[config.mk]
export PLATFORM = sky130hd
export DESIGN_NAME = prog_loader_flat
export DESIGN_NICKNAME = d
export VERILOG_FILES = /design/src/rtl/prog_loader_pkg.sv /design/src/rtl/prog_loader_if.sv /design/src/rtl/prog_loader_word_packer.sv /design/src/rtl/prog_loader.sv /design/src/flat_wrapper.sv
export SDC_FILE = /design/constraint.sdc
export NUM_CORES = 1
export LEC_CHECK = 0
export CAP_MARGIN = 20
export CORE_ASPECT_RATIO = 0.9
export CORE_MARGIN = 1.5
export CORE_UTILIZATION = 45
export CTS_CLUSTER_SIZE = 14
export DETAILED_ROUTE_END_ITERATION = 12
export PLACE_DENSITY = 0.7
export SLEW_MARGIN = 40
export SYNTH_ARGS = -nofsm -noshare
export SYNTH_HDL_FRONTEND = slang
export SYNTH_HIERARCHICAL = 1
export SYNTH_SLANG_ARGS = --single-unit
[constraint.sdc]
create_clock -name clk -period 2.8 [get_ports clk]
set_clock_uncertainty 0.1 [all_clocks]
set_input_delay 0.56 -clock clk [delete_from_list [all_inputs] [get_ports clk]]
set_output_delay 0.56 -clock clk [all_outputs]
set_load 0.01 [all_outputs]
[src/rtl/prog_loader_pkg.sv]
// Shared types and constants for the serial program loader.
package prog_loader_pkg;

  typedef enum logic [2:0] {
    IDLE,
    ADDR,
    LEN,
    DATA,
    CSUM,
    RELEASE,
    RUN,
    ERROR
  } state_t;

  localparam int unsigned BYTE_W            = 8;
  localparam int unsigned WORD_W            = 32;
  localparam int unsigned WORD_BYTES        = 4;
  localparam int unsigned ADDR_BYTES        = 4;
  localparam int unsigned LEN_BYTES         = 2;
  localparam int unsigned DEFAULT_MAX_WORDS = 1024;

endpackage

[src/rtl/prog_loader_if.sv]
// Byte-stream input and instruction-memory write bus of the loader.
interface prog_loader_if;
  import prog_loader_pkg::*;

  logic [BYTE_W-1:0] rx_data;
  logic              rx_valid;
  logic              rx_ready;
  logic              imem_we;
  logic [WORD_W-1:0] imem_addr;
  logic [WORD_W-1:0] imem_wdata;

  // Byte source / memory sink side.
  modport master (
    output rx_data, rx_valid,
    input  rx_ready, imem_we, imem_addr, imem_wdata
  );

  // Loader side.
  modport slave (
    input  rx_data, rx_valid,
    output rx_ready, imem_we, imem_addr, imem_wdata
  );

endinterface

[src/rtl/prog_loader_word_packer.sv]
// Assembles little-endian bytes into 32-bit words; word_valid pulses the
// cycle after the fourth byte of a word is taken.
module word_packer
  import prog_loader_pkg::*;
(
  input  logic              clk,
  input  logic              rst,
  input  logic              clear,
  input  logic              byte_valid,
  input  logic [BYTE_W-1:0] byte_data,
  output logic              last_c,
  output logic              word_valid,
  output logic [WORD_W-1:0] word_data
);

  logic [1:0]               idx;
  logic [WORD_W-BYTE_W-1:0] partial;

  // Next accepted byte completes the current word.
  assign last_c = (idx == 2'(WORD_BYTES - 1));

  // Byte index, partial shift register and completed-word register.
  always_ff @(posedge clk or negedge rst) begin
    if (!rst) begin
      idx        <= '0;
      partial    <= '0;
      word_valid <= 1'b0;
      word_data  <= '0;
    end else begin
      word_valid <= 1'b0;
      if (clear) begin
        idx     <= '0;
        partial <= '0;
      end else if (byte_valid) begin
        if (last_c) begin
          word_data  <= {byte_data, partial};
          word_valid <= 1'b1;
          idx        <= '0;
        end else begin
          partial <= {byte_data, partial[WORD_W-BYTE_W-1:BYTE_W]};
          idx     <= idx + 2'd1;
        end
      end
    end
  end

endmodule

[src/rtl/prog_loader.sv]
// Receives a framed program over a byte stream, writes it into instruction
// memory, verifies an XOR checksum and releases the processor.
module prog_loader
  import prog_loader_pkg::*;
#(
  parameter int unsigned MAX_WORDS = DEFAULT_MAX_WORDS
) (
  input  logic              clk,
  input  logic              rst,
  prog_loader_if.slave      bus,
  input  logic              load_req,
  output logic              hlt,
  output logic              preset,
  output logic [WORD_W-1:0] start_addr,
  output logic              load_done,
  output logic              load_err
);

  state_t            state;
  logic [1:0]        hdr_cnt;
  logic [WORD_W-1:0] base;
  logic [15:0]       len;
  logic [15:0]       word_cnt;
  logic [BYTE_W-1:0] csum;
  logic [WORD_W-1:0] wr_addr;

  logic              ready;
  logic              accept;
  logic              restart;
  logic              pack_valid;
  logic              pack_last;
  logic              pack_we;
  logic [WORD_W-1:0] pack_word;
  logic [WORD_W-1:0] base_nxt;
  logic [15:0]       len_nxt;
  logic              len_bad;

  // Handshake qualifiers and little-endian header accumulation.
  assign ready      = (state == ADDR) || (state == LEN) || (state == DATA) || (state == CSUM);
  assign accept     = bus.rx_valid && ready;
  assign restart    = load_req && (state != IDLE);
  assign pack_valid = accept && (state == DATA) && !load_req;
  assign base_nxt   = {bus.rx_data, base[WORD_W-1:BYTE_W]};
  assign len_nxt    = {bus.rx_data, len[15:BYTE_W]};
  assign len_bad    = (len_nxt == 16'd0) || (32'(len_nxt) > MAX_WORDS);

  assign bus.rx_ready   = ready;
  assign bus.imem_we    = pack_we;
  assign bus.imem_addr  = wr_addr;
  assign bus.imem_wdata = pack_word;

  word_packer u_packer (
    .clk        (clk),
    .rst        (rst),
    .clear      (restart),
    .byte_valid (pack_valid),
    .byte_data  (bus.rx_data),
    .last_c     (pack_last),
    .word_valid (pack_we),
    .word_data  (pack_word)
  );

  // Frame FSM with registered status outputs; load_req wins over any byte.
  always_ff @(posedge clk or negedge rst) begin
    if (!rst) begin
      state      <= IDLE;
      hdr_cnt    <= '0;
      base       <= '0;
      len        <= '0;
      word_cnt   <= '0;
      csum       <= '0;
      wr_addr    <= '0;
      hlt        <= 1'b1;
      preset     <= 1'b0;
      start_addr <= '0;
      load_done  <= 1'b0;
      load_err   <= 1'b0;
    end else begin
      preset <= 1'b0;
      if (restart) begin
        state     <= ADDR;
        hdr_cnt   <= '0;
        word_cnt  <= '0;
        csum      <= '0;
        hlt       <= 1'b1;
        load_done <= 1'b0;
        load_err  <= 1'b0;
      end else begin
        case (state)
          IDLE: state <= ADDR;
          ADDR: if (accept) begin
            base <= base_nxt;
            csum <= csum ^ bus.rx_data;
            if (hdr_cnt == 2'(ADDR_BYTES - 1)) begin
              hdr_cnt <= '0;
              if (base_nxt[1:0] != 2'b00) begin
                state    <= ERROR;
                load_err <= 1'b1;
              end else begin
                state <= LEN;
              end
            end else begin
              hdr_cnt <= hdr_cnt + 2'd1;
            end
          end
          LEN: if (accept) begin
            len  <= len_nxt;
            csum <= csum ^ bus.rx_data;
            if (hdr_cnt == 2'(LEN_BYTES - 1)) begin
              hdr_cnt  <= '0;
              word_cnt <= '0;
              if (len_bad) begin
                state    <= ERROR;
                load_err <= 1'b1;
              end else begin
                state <= DATA;
              end
            end else begin
              hdr_cnt <= hdr_cnt + 2'd1;
            end
          end
          DATA: if (accept) begin
            csum <= csum ^ bus.rx_data;
            if (pack_last) begin
              wr_addr  <= base + 32'({word_cnt, 2'b00});
              word_cnt <= word_cnt + 16'd1;
              if (word_cnt == len - 16'd1) state <= CSUM;
            end
          end
          CSUM: if (accept) begin
            if (bus.rx_data == csum) begin
              state      <= RELEASE;
              preset     <= 1'b1;
              start_addr <= base;
            end else begin
              state    <= ERROR;
              load_err <= 1'b1;
            end
          end
          RELEASE: begin
            state     <= RUN;
            hlt       <= 1'b0;
            load_done <= 1'b1;
          end
          RUN:     state <= RUN;
          ERROR:   state <= ERROR;
          default: state <= IDLE;
        endcase
      end
    end
  end

endmodule
[src/flat_wrapper.sv]
// flat-port wrapper written by rule: the top's interface ports become plain ports
module prog_loader_flat import prog_loader_pkg::*;
#(
  parameter int unsigned MAX_WORDS = DEFAULT_MAX_WORDS
)
  (clk, rst, load_req, hlt, preset, start_addr, load_done, load_err, bus_rx_data, bus_rx_valid, bus_rx_ready, bus_imem_we, bus_imem_addr, bus_imem_wdata);
  prog_loader_if bus_i ();
  input  logic clk;
  input  logic rst;
  input  logic load_req;
  output logic hlt;
  output logic preset;
  output logic [WORD_W-1:0] start_addr;
  output logic load_done;
  output logic load_err;
  input wire logic [$bits(bus_i.rx_data)-1:0] bus_rx_data;
  input wire logic [$bits(bus_i.rx_valid)-1:0] bus_rx_valid;
  output wire logic [$bits(bus_i.rx_ready)-1:0] bus_rx_ready;
  output wire logic [$bits(bus_i.imem_we)-1:0] bus_imem_we;
  output wire logic [$bits(bus_i.imem_addr)-1:0] bus_imem_addr;
  output wire logic [$bits(bus_i.imem_wdata)-1:0] bus_imem_wdata;
  assign bus_i.rx_data = bus_rx_data;
  assign bus_i.rx_valid = bus_rx_valid;
  assign bus_rx_ready = bus_i.rx_ready;
  assign bus_imem_we = bus_i.imem_we;
  assign bus_imem_addr = bus_i.imem_addr;
  assign bus_imem_wdata = bus_i.imem_wdata;
  prog_loader #(.MAX_WORDS(MAX_WORDS)) u_core (.clk(clk), .rst(rst), .bus(bus_i), .load_req(load_req), .hlt(hlt), .preset(preset), .start_addr(start_addr), .load_done(load_done), .load_err(load_err));
endmodule
==> out/results.ini, run 1 <==
[timing]
fin_tns_setup_ps = 0

[worst_setup_path]
cp-end-kind = flop
path_buffers = 1
critPathCapture = u_core/state[1]
path_cells = or4_4 -> buf_4 -> or4_4 -> a21oi_2 -> o2111ai_2 -> o21ai_2 -> a21oi_2 -> o221a_1
r2r_start = u_core/len[1]
worstSetupStartpoint = u_core/len[1]

[logic_synthesis]
synth-edff-count = 0
most_common_cell = dfrtp_1
synth_cell_types = 61
compound_area_share_pct = 12.0
synthCells = 913
ys.flops = 204

[grt]
grt.met1_usage_pct = 30.1
first_global_vias = 7620

[run_status]
outcome = finished clean

[placed_design]
dp_hpwl_um = 16900
portBuffers = 113

[run]
tool_warnings = 28
drv_cap = 0

[cts]
clk_pin_slew_ps = 60
hold_buffers = 1
htreeDepth = 1
cts_setup_buffers = 0

[final_layout]
sh_seq_area_pct = 39.7
diodes = 0
nets = 1127

[die]
fp.coreArea_um2 = 21600
design.die.area_um2 = 23000

[routing]
drt_wl_total_um = 24800

[min_path]
holdPathEnd = u_core/bus.imem_addr[0]

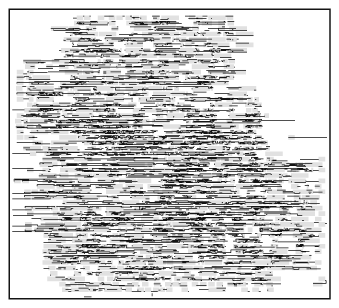
Fig. 1. Met1 routing (run 1).
Scale: 2 px per µm. Cells faint in the background.
share of all routed wire: 46%
nets with wire on the layer: 1039
longest straight run: 52.9 µm
wire length on this layer: 11400 µm
main direction: horizontal

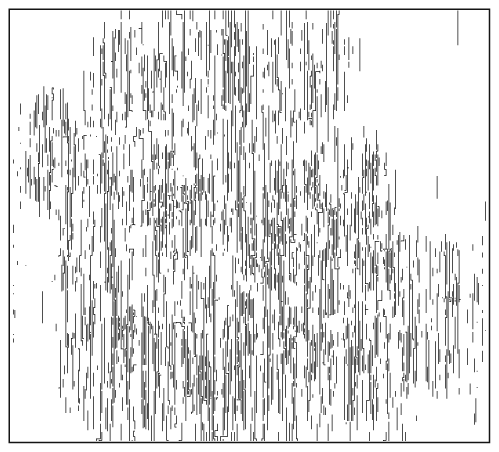
Fig. 2. M2 wires (run 1).
Scale: 3 px per µm.
main direction: vertical
longest straight run: 45.9 µm

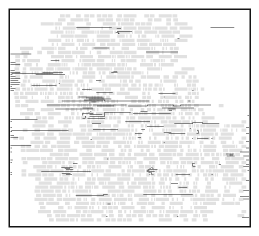
Fig. 3. Metal 3 (run 1).
Scale: 1.5 px per µm. Cells faint in the background.
nets with wire on the layer: 104
longest straight run: 37.7 µm

Fig. 4: run 1, M4 wires
Scale: 1.5 px per µm. Cells faint in the background.
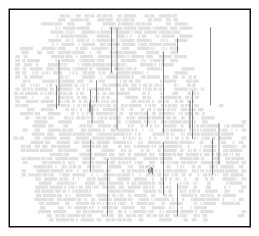

==> run 1 -> run 2 <==
--- a/config.mk
+++ b/config.mk
@@ -11,7 +11,7 @@
 export CORE_UTILIZATION = 45
 export CTS_CLUSTER_SIZE = 14
 export DETAILED_ROUTE_END_ITERATION = 12
-export PLACE_DENSITY = 0.7
+export PLACE_DENSITY = 0.74
 export SLEW_MARGIN = 40
 export SYNTH_ARGS = -nofsm -noshare
 export SYNTH_HDL_FRONTEND = slang
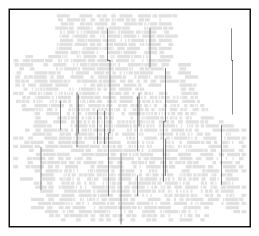
Fig. 5. M4 wires (run 2).
Scale: 1.5 px per µm. Cells faint in the background.
longest straight run: 48.3 µm
nets with wire on the layer: 12
wire length on this layer: 611 µm
share of all routed wire: 2.5%

==> run 2 against run 1 <==
Sequential power barely moved. Clock power fell by 5%. Worst hold slack got worse by 1.7 ps. Cell count did not move. Routed wire length fell by 2.6%. Die area did not move. Synthesized cell count did not move. Critical path type is now flop to output port. Critical endpoint is now bus_rx_ready. Highest routed layer unchanged.
==> out/results.ini, run 2 <==
[worst_setup_path]
worstSetupStartpoint = u_core/state[0]
critPathCapture = bus_rx_ready
path_buffers = 2  ; +1
r2r_start = u_core/word_cnt[1]
cp-end-kind = output port

[routing]
drt_wl_total_um = 24100  ; -2.6%

[timing]
fin_tns_setup_ps = 0  ; unchanged

[logic_synthesis]
synth_cell_types = 61  ; unchanged
synth-edff-count = 0  ; unchanged
ys.flops = 204  ; unchanged
synthCells = 913  ; unchanged
most_common_cell = dfrtp_1

[final_layout]
sh_seq_area_pct = 40.1  ; +0.42 points
diodes = 0  ; unchanged
nets = 1127  ; unchanged

[run_status]
outcome = finished clean

[min_path]
holdPathEnd = u_core/bus.imem_addr[0]

[placed_design]
portBuffers = 113  ; unchanged

[grt]
grt.met1_usage_pct = 28.8  ; -1.3 points
first_global_vias = 7403  ; -2.8%

[cts]
hold_buffers = 1  ; unchanged

==> run 2 -> run 3 <==
--- a/config.mk
+++ b/config.mk
@@ -12,7 +12,7 @@
 export CTS_CLUSTER_SIZE = 14
 export DETAILED_ROUTE_END_ITERATION = 12
 export PLACE_DENSITY = 0.74
-export SLEW_MARGIN = 40
+export SLEW_MARGIN = 10
 export SYNTH_ARGS = -nofsm -noshare
 export SYNTH_HDL_FRONTEND = slang
 export SYNTH_HIERARCHICAL = 1
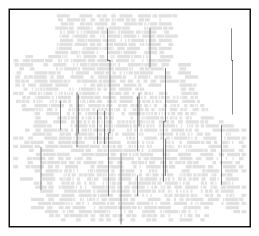
Fig. 6. M4 wires (run 3).
Scale: 1.5 px per µm. Cells faint in the background.
longest straight run: 48.3 µm
main direction: vertical

==> run 3 against run 2 <==
Combinational power is essentially flat. Register-to-register slack is essentially flat. Final area is the same. Power is the same. Clock-buffer cell count is the same. Sequential share of layout area is the same. Global-route usage is the same. Critical path type unchanged. Largest power group unchanged. Highest routed layer unchanged.
==> out/results.ini, run 3 <==
[cts]
hold_buffers = 1  ; unchanged
clk_pin_slew_ps = 50
cts_setup_buffers = 0
tritoncts = done
cts.sinks = 204

[power_and_ir_drop]
p_seq_share_pct = 41.1

[routing]
drt_wl_total_um = 24100  ; unchanged
wl_per_cell_um = 17.3
firstDrtPassIters = 5
drt_iter0_drc = 475

[logic_synthesis]
synthCells = 913  ; unchanged
ys_sh_adder_pct = 2.97
synthArstFlopShare_pct = 100
synth-edff-count = 0  ; unchanged
ys_sh_mux_pct = 14.0
synth_cell_types = 61  ; unchanged
ys.flops = 204  ; unchanged

[worst_setup_path]
criticalPathCategory = flop to output port
cp_max_fo = 10
path_buffers = 2  ; unchanged
cp-end-kind = output port
worstSetupStartpoint = u_core/state[0]

[final_layout]
nets = 1127  ; unchanged
diodes = 0  ; unchanged
clock_cell_area_share_pct = 5.79
sh_seq_area_pct = 40.1  ; unchanged

[timing]
hold_viol = 0
fin_ws_ps = 83.8
fin_crit_sh_pct = 97.0
fin_tns_setup_ps = 0  ; unchanged

[grt]
grt.met1_usage_pct = 28.8  ; unchanged
first_global_vias = 7403  ; unchanged

[die]
die_w_um = 160

[placed_design]
preCtsSetupSlack_ps = -92.7
portBuffers = 113  ; unchanged

[min_path]
holdPathEnd = u_core/bus.imem_addr[0]

[run_status]
outcome = finished clean

Power and IR drop assume default switching activity.
